$ cat src/rtl/io_pkg.sv
// Shared board-I/O constants: button bit positions and channel counts,
// plus the auto-repeat phase type used by the input conditioner.
package io_pkg;

    localparam int N_BTN = 5;
    localparam int N_SW  = 16;

    localparam int BTN_U = 4;
    localparam int BTN_D = 3;
    localparam int BTN_L = 2;
    localparam int BTN_R = 1;
    localparam int BTN_C = 0;

    typedef enum logic {
        PH_FIRST    = 1'b0,
        PH_PERIODIC = 1'b1
    } rep_phase_t;

    function automatic int max_int(input int a, input int b);
        return (a > b) ? a : b;
    endfunction

endpackage

$ cat src/rtl/debounce_channel.sv
// One input channel: synchroniser chain, debounce counter and stable flop,
// with registered one-cycle strobes on each accepted rising/falling change.
module debounce_channel #(
    parameter int SYNC_STAGES     = 2,
    parameter int DEBOUNCE_CYCLES = 1000000
) (
    input  logic clk,
    input  logic rst,
    input  logic din,
    output logic level,
    output logic rise,
    output logic fall
);

    localparam int            CW       = $clog2(DEBOUNCE_CYCLES + 1);
    localparam logic [CW-1:0] CNT_LAST = CW'(DEBOUNCE_CYCLES - 1);

    logic [SYNC_STAGES-1:0] sync;
    logic [CW-1:0]          cnt;
    logic                   s;

    assign s = sync[SYNC_STAGES-1];

    // Shift the raw pad level through the synchroniser flops.
    always_ff @(posedge clk or posedge rst) begin
        if (rst) sync <= '0;
        else     sync <= {sync[SYNC_STAGES-2:0], din};
    end

    // Accept a new value only after it has differed from the stable level
    // for DEBOUNCE_CYCLES consecutive cycles; any agreement restarts the count.
    always_ff @(posedge clk or posedge rst) begin
        if (rst) begin
            cnt   <= '0;
            level <= 1'b0;
            rise  <= 1'b0;
            fall  <= 1'b0;
        end else begin
            rise <= 1'b0;
            fall <= 1'b0;
            if (s == level) begin
                cnt <= '0;
            end else if (cnt == CNT_LAST) begin
                level <= s;
                rise  <= s;
                fall  <= ~s;
                cnt   <= '0;
            end else begin
                cnt <= cnt + CW'(1);
            end
        end
    end

endmodule

$ cat src/rtl/input_conditioner.sv
// Conditions raw buttons and switches into clean levels, press/release
// strobes, a switch-changed strobe and auto-repeat pulses for held buttons.
module input_conditioner
    import io_pkg::*;
#(
    parameter int SYNC_STAGES     = 2,
    parameter int DEBOUNCE_CYCLES = 1000000,
    parameter int REPEAT_DELAY    = 50000000,
    parameter int REPEAT_PERIOD   = 10000000
) (
    input  logic             clk,
    input  logic             rst,
    input  logic [N_BTN-1:0] but_raw,
    input  logic [N_SW-1:0]  sw_raw,
    output logic [N_BTN-1:0] btn_level,
    output logic [N_BTN-1:0] btn_press,
    output logic [N_BTN-1:0] btn_release,
    output logic [N_BTN-1:0] btn_repeat,
    output logic [N_SW-1:0]  sw_level,
    output logic             sw_changed
);

    localparam int HW = $clog2(max_int(REPEAT_DELAY, REPEAT_PERIOD) + 1);

    logic [N_SW-1:0] sw_rise;
    logic [N_SW-1:0] sw_fall;

    for (genvar i = 0; i < N_BTN; i++) begin : g_btn_ch
        debounce_channel #(
            .SYNC_STAGES     (SYNC_STAGES),
            .DEBOUNCE_CYCLES (DEBOUNCE_CYCLES)
        ) u_ch (
            .clk   (clk),
            .rst   (rst),
            .din   (but_raw[i]),
            .level (btn_level[i]),
            .rise  (btn_press[i]),
            .fall  (btn_release[i])
        );
    end

    for (genvar i = 0; i < N_SW; i++) begin : g_sw_ch
        debounce_channel #(
            .SYNC_STAGES     (SYNC_STAGES),
            .DEBOUNCE_CYCLES (DEBOUNCE_CYCLES)
        ) u_ch (
            .clk   (clk),
            .rst   (rst),
            .din   (sw_raw[i]),
            .level (sw_level[i]),
            .rise  (sw_rise[i]),
            .fall  (sw_fall[i])
        );
    end

    // OR of the already-registered per-bit strobes, so the pulse lines up
    // with the cycle sw_level takes its new value and never stretches.
    assign sw_changed = |(sw_rise | sw_fall);

    if (REPEAT_DELAY == 0) begin : g_no_repeat
        assign btn_repeat = '0;
    end else begin : g_repeat
        for (genvar i = 0; i < N_BTN; i++) begin : g_btn
            logic [HW-1:0] hc;
            logic [HW-1:0] target;
            rep_phase_t    phase;
            logic          rep_q;

            assign target = (phase == PH_FIRST) ? HW'(REPEAT_DELAY) : HW'(REPEAT_PERIOD);

            // Hold counter: idle at 0 while released, wraps to 0 on each repeat.
            always_ff @(posedge clk or posedge rst) begin
                if (rst) begin
                    hc    <= '0;
                    phase <= PH_FIRST;
                    rep_q <= 1'b0;
                end else if (!btn_level[i]) begin
                    hc    <= '0;
                    phase <= PH_FIRST;
                    rep_q <= 1'b0;
                end else if (hc == target) begin
                    hc    <= '0;
                    phase <= PH_PERIODIC;
                    rep_q <= 1'b1;
                end else begin
                    hc    <= hc + HW'(1);
                    rep_q <= 1'b0;
                end
            end

            // A wrap landing on the release edge is masked by the falling level,
            // so release and repeat never appear together.
            assign btn_repeat[i] = rep_q & btn_level[i];
        end
    end

endmodule

$ cat config.mk
export PLATFORM = sky130hd
export DESIGN_NAME = input_conditioner
export DESIGN_NICKNAME = d
export VERILOG_FILES = /design/src/rtl/io_pkg.sv /design/src/rtl/debounce_channel.sv /design/src/rtl/input_conditioner.sv
export SDC_FILE = /design/constraint.sdc
export NUM_CORES = 2
export LEC_CHECK = 0
export ABC_AREA = 1
export ABC_CLOCK_PERIOD_IN_PS = 25800
export CORE_UTILIZATION = 44
export CTS_CLUSTER_SIZE = 28
export DETAILED_ROUTE_END_ITERATION = 10
export HOLD_SLACK_MARGIN = 0.02
export SLEW_MARGIN = 20
export SYNTH_ARGS = -nofsm -noshare
export SYNTH_HDL_FRONTEND = slang
export SYNTH_SLANG_ARGS = --single-unit
$ cat constraint.sdc
create_clock -name clk -period 25.8 [get_ports clk]
set_clock_uncertainty 0.05 [all_clocks]
set_input_delay 6.45 -clock clk [delete_from_list [all_inputs] [get_ports clk]]
set_output_delay 6.45 -clock clk [all_outputs]
set_load 0.02 [all_outputs]
Wiring heat map:
Scale: 1 px per um. The die is cut into 28 by 28 equal tiles; dark purple is low, yellow is high, scaled to the fullest tile. Values are wire area over tile area, all layers added.
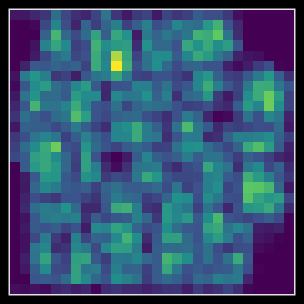
mean over tiles	0.14
fullest tile	0.48
nearly empty tiles	9.6%
tiles over half the peak	14%
combined global-route utilization of all metal layers: 0.186
total wire length: 72900 um
average routed wire per standard cell: 12.5 um
via total after detailed routing: 27800

Routed metal, one color a layer:
Scale: 1.5 px per um. Only two layers are drawn.
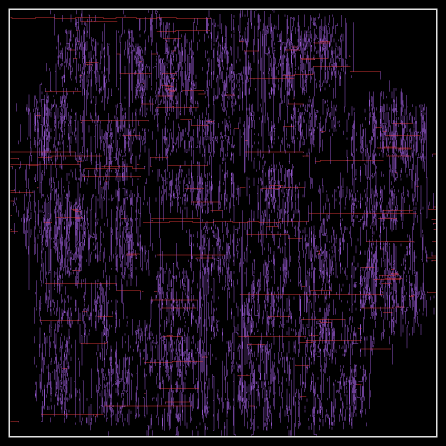
color	layer	wire length
purple	M2	33.5 mm
red	M3	2530 um

==> results.txt <==
Purpose: to document the outcome of synthesis and place and route.

Floorplan
The total number of tap cells is 1050. Per the OpenROAD floorplan log, the height of the die is 284 um. The x dimension of the die is 284 um.

Worst setup path
For reference, the critical path is launched at g_sw_ch[4].u_ch.fall. The worst register-to-register path depth is 8. Per the timing report, the biggest fanout along the worst path comes to 1.

The worst flop-to-flop path startpoint is g_btn_ch[2].u_ch.level. Counting stages on the worst path, the most repeated cell is nand2_1. The endpoint class of the critical path is an output port. Looking at the critical path, the single cell with the biggest stage delay is clkdlybuf4s50_1. The number of cells on the critical path is 5.

Together, buffers and inverters on the worst path number 1.

Run
The tally of OpenROAD warnings is 33.

Layout
Relative to the synthesized area, the layout overhead comes to 12.0%. The number of combinational gates with multiple inputs is 3334. The layout has 579 inverters outside the clock class. After routing the design area is 0.0392 mm2. Per the cell usage report, the commonest logic cell in the layout is nor2_1. The dominant kind of cell by area is flip-flops and latches. Per the final report, the share of cell area in non-clock buffers is 0.0168. The number of buffers other than clock buffers in the final layout is 68. The number of cells in the finished layout apart from fillers is 5838.

Clock tree
The post-CTS setup buffer count is 0. The total clock buffers created by CTS is 78. For the worst-skew pair, the clock arrives at the later sink with an insertion delay of 620 ps.

The registers of the reported paths see a clock transition of 60 ps.

Logic synthesis
Counting instances in the post-synthesis netlist gives the leading cell types as 1194 x nor2_1, 951 x nand2_1, 665 x dfrtp_1, 556 x inv_1, 285 x nand3_1. The count of flip-flops with a built-in enable after synthesis is 0. The mapped netlist covers 0.0350 mm2. Synthesis produced 4638 cells.

The share of synthesized cell area in and, or, nand and nor gates is 0.357. Summed over all instances, the cell type with the most area after synthesis is dfrtp_1. The most frequently used library cell after synthesis is nor2_1. The warning tally printed by Yosys for this design is 0.

The number of distinct library cells after synthesis is 36. The cell-mix breakdown from Yosys lists the XOR/XNOR area share as 0.0585. After synthesis, the largest family of logic cells by area is simple AND/OR/NAND/NOR gates.

Placed design
The final weighted congestion recorded by global placement is 0.892. Once detailed placement completed, the half-perimeter wirelength came to 52400 um. Once placement finished, the instance area stood at 0.0366 mm2. The pre-CTS setup check shows a worst slack of 16120 ps.

Pwr
IR analysis of the VDD net gives a maximum drop of 46.1 uV. Of all power groups, the one with the highest power is clock. Summed over all nets, the switching power comes to 0.494 mW. The combinational-cell power consumption is 0.0555 mW. The flow reported a cell area power density of 57.2 mW/mm2. The power report attributes to the clock group a share of 0.502.

Global routing
The wire length of the first global-routing pass is 128000 um. The met2 usage is 0.306. The number of antenna violations at the first check in global routing is 1. The global routing report lists met1 layer usage as 0.255. The via count of the first global-routing pass was 27000.

Drt
The detailed router used layers up to and including met4. Nets still carrying antenna violations after routing amount to 0. The first-pass iteration count of the detailed router is 5. The remaining design rule violation count is 0. Per the detail_route log, met3 wirelength is 2530 um.

Timing
Setup repair after global routing left no endpoint under its margin. For the pin with the worst max-slew slack, the measured transition is 961 ps. The final-report setup violation count is 0.

After routing, the total negative slack on setup checks comes to 0 ps. The setup slack after layout is 16840 ps. The highest clock rate is 112 MHz.

Worst hold path
The number of cells on the worst hold path is listed as 0. The worst min-delay path category is register to register.

Outcome
The flow ran to the end, and the final reports show no timing, DRC or antenna violations.
Zoomed window:
Region (127, 127) to (157, 157) um. Cells in gray, sequential cells in the stronger gray; small squares are vias.
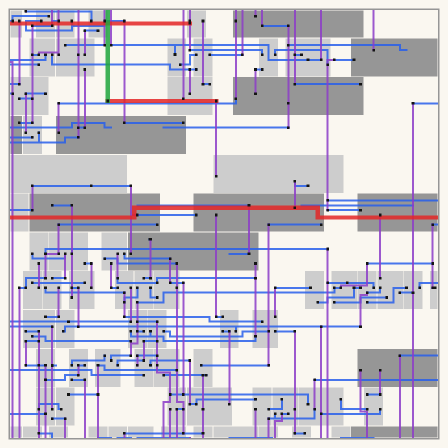
color	layer
purple	M2
blue	M1
green	M4
red	M3
sequential cells in the window	9
netlist names of flops here include	g_sw_ch.u_ch.cnt (9)
most frequent	nor2_1 (14), nand2_1 (9), dfrtp_1 (9)
cells with their middle in the window	58

Cell placement:
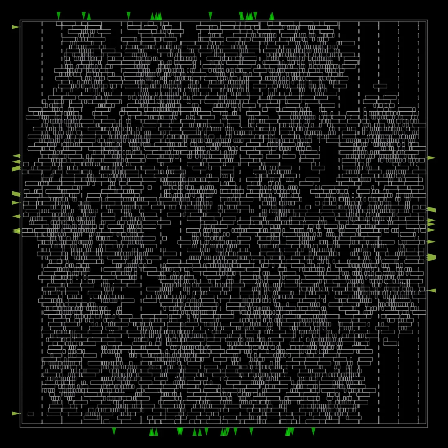
layout filler cell count: 7777
row count: 103
sequential cell count: 665

[cells by family (layout without fill, tap and decap cells)]
kind of cell | Yosys count | in the layout
compound gates | 158 | 158
xor+xnor | 234 | 234
buf+inv | 639 | 789
fa+ha+maj | 31 | 31
simple gates | 2911 | 2911
flops | 665 | 665
[path summary, 6_finish.rpt]
| kind | end | slack [ps] |
|---|---|---|
| worst min-delay path | g_sw_ch[5].u_ch.sync[1] | 290 |
| worst min register to register | g_sw_ch[5].u_ch.sync[1] | 290 |
| min in group asynchronous | g_btn_ch[4].u_ch.cnt[15] | 6320 |
| worst max-delay path | sw_changed | 16840 |
| worst max register to register | g_btn_ch[2].u_ch.cnt[16] | 23360 |
| max in group asynchronous | g_sw_ch[9].u_ch.cnt[13] | 16990 |
No activity file was given, so power comes from the tool's default toggle rates.
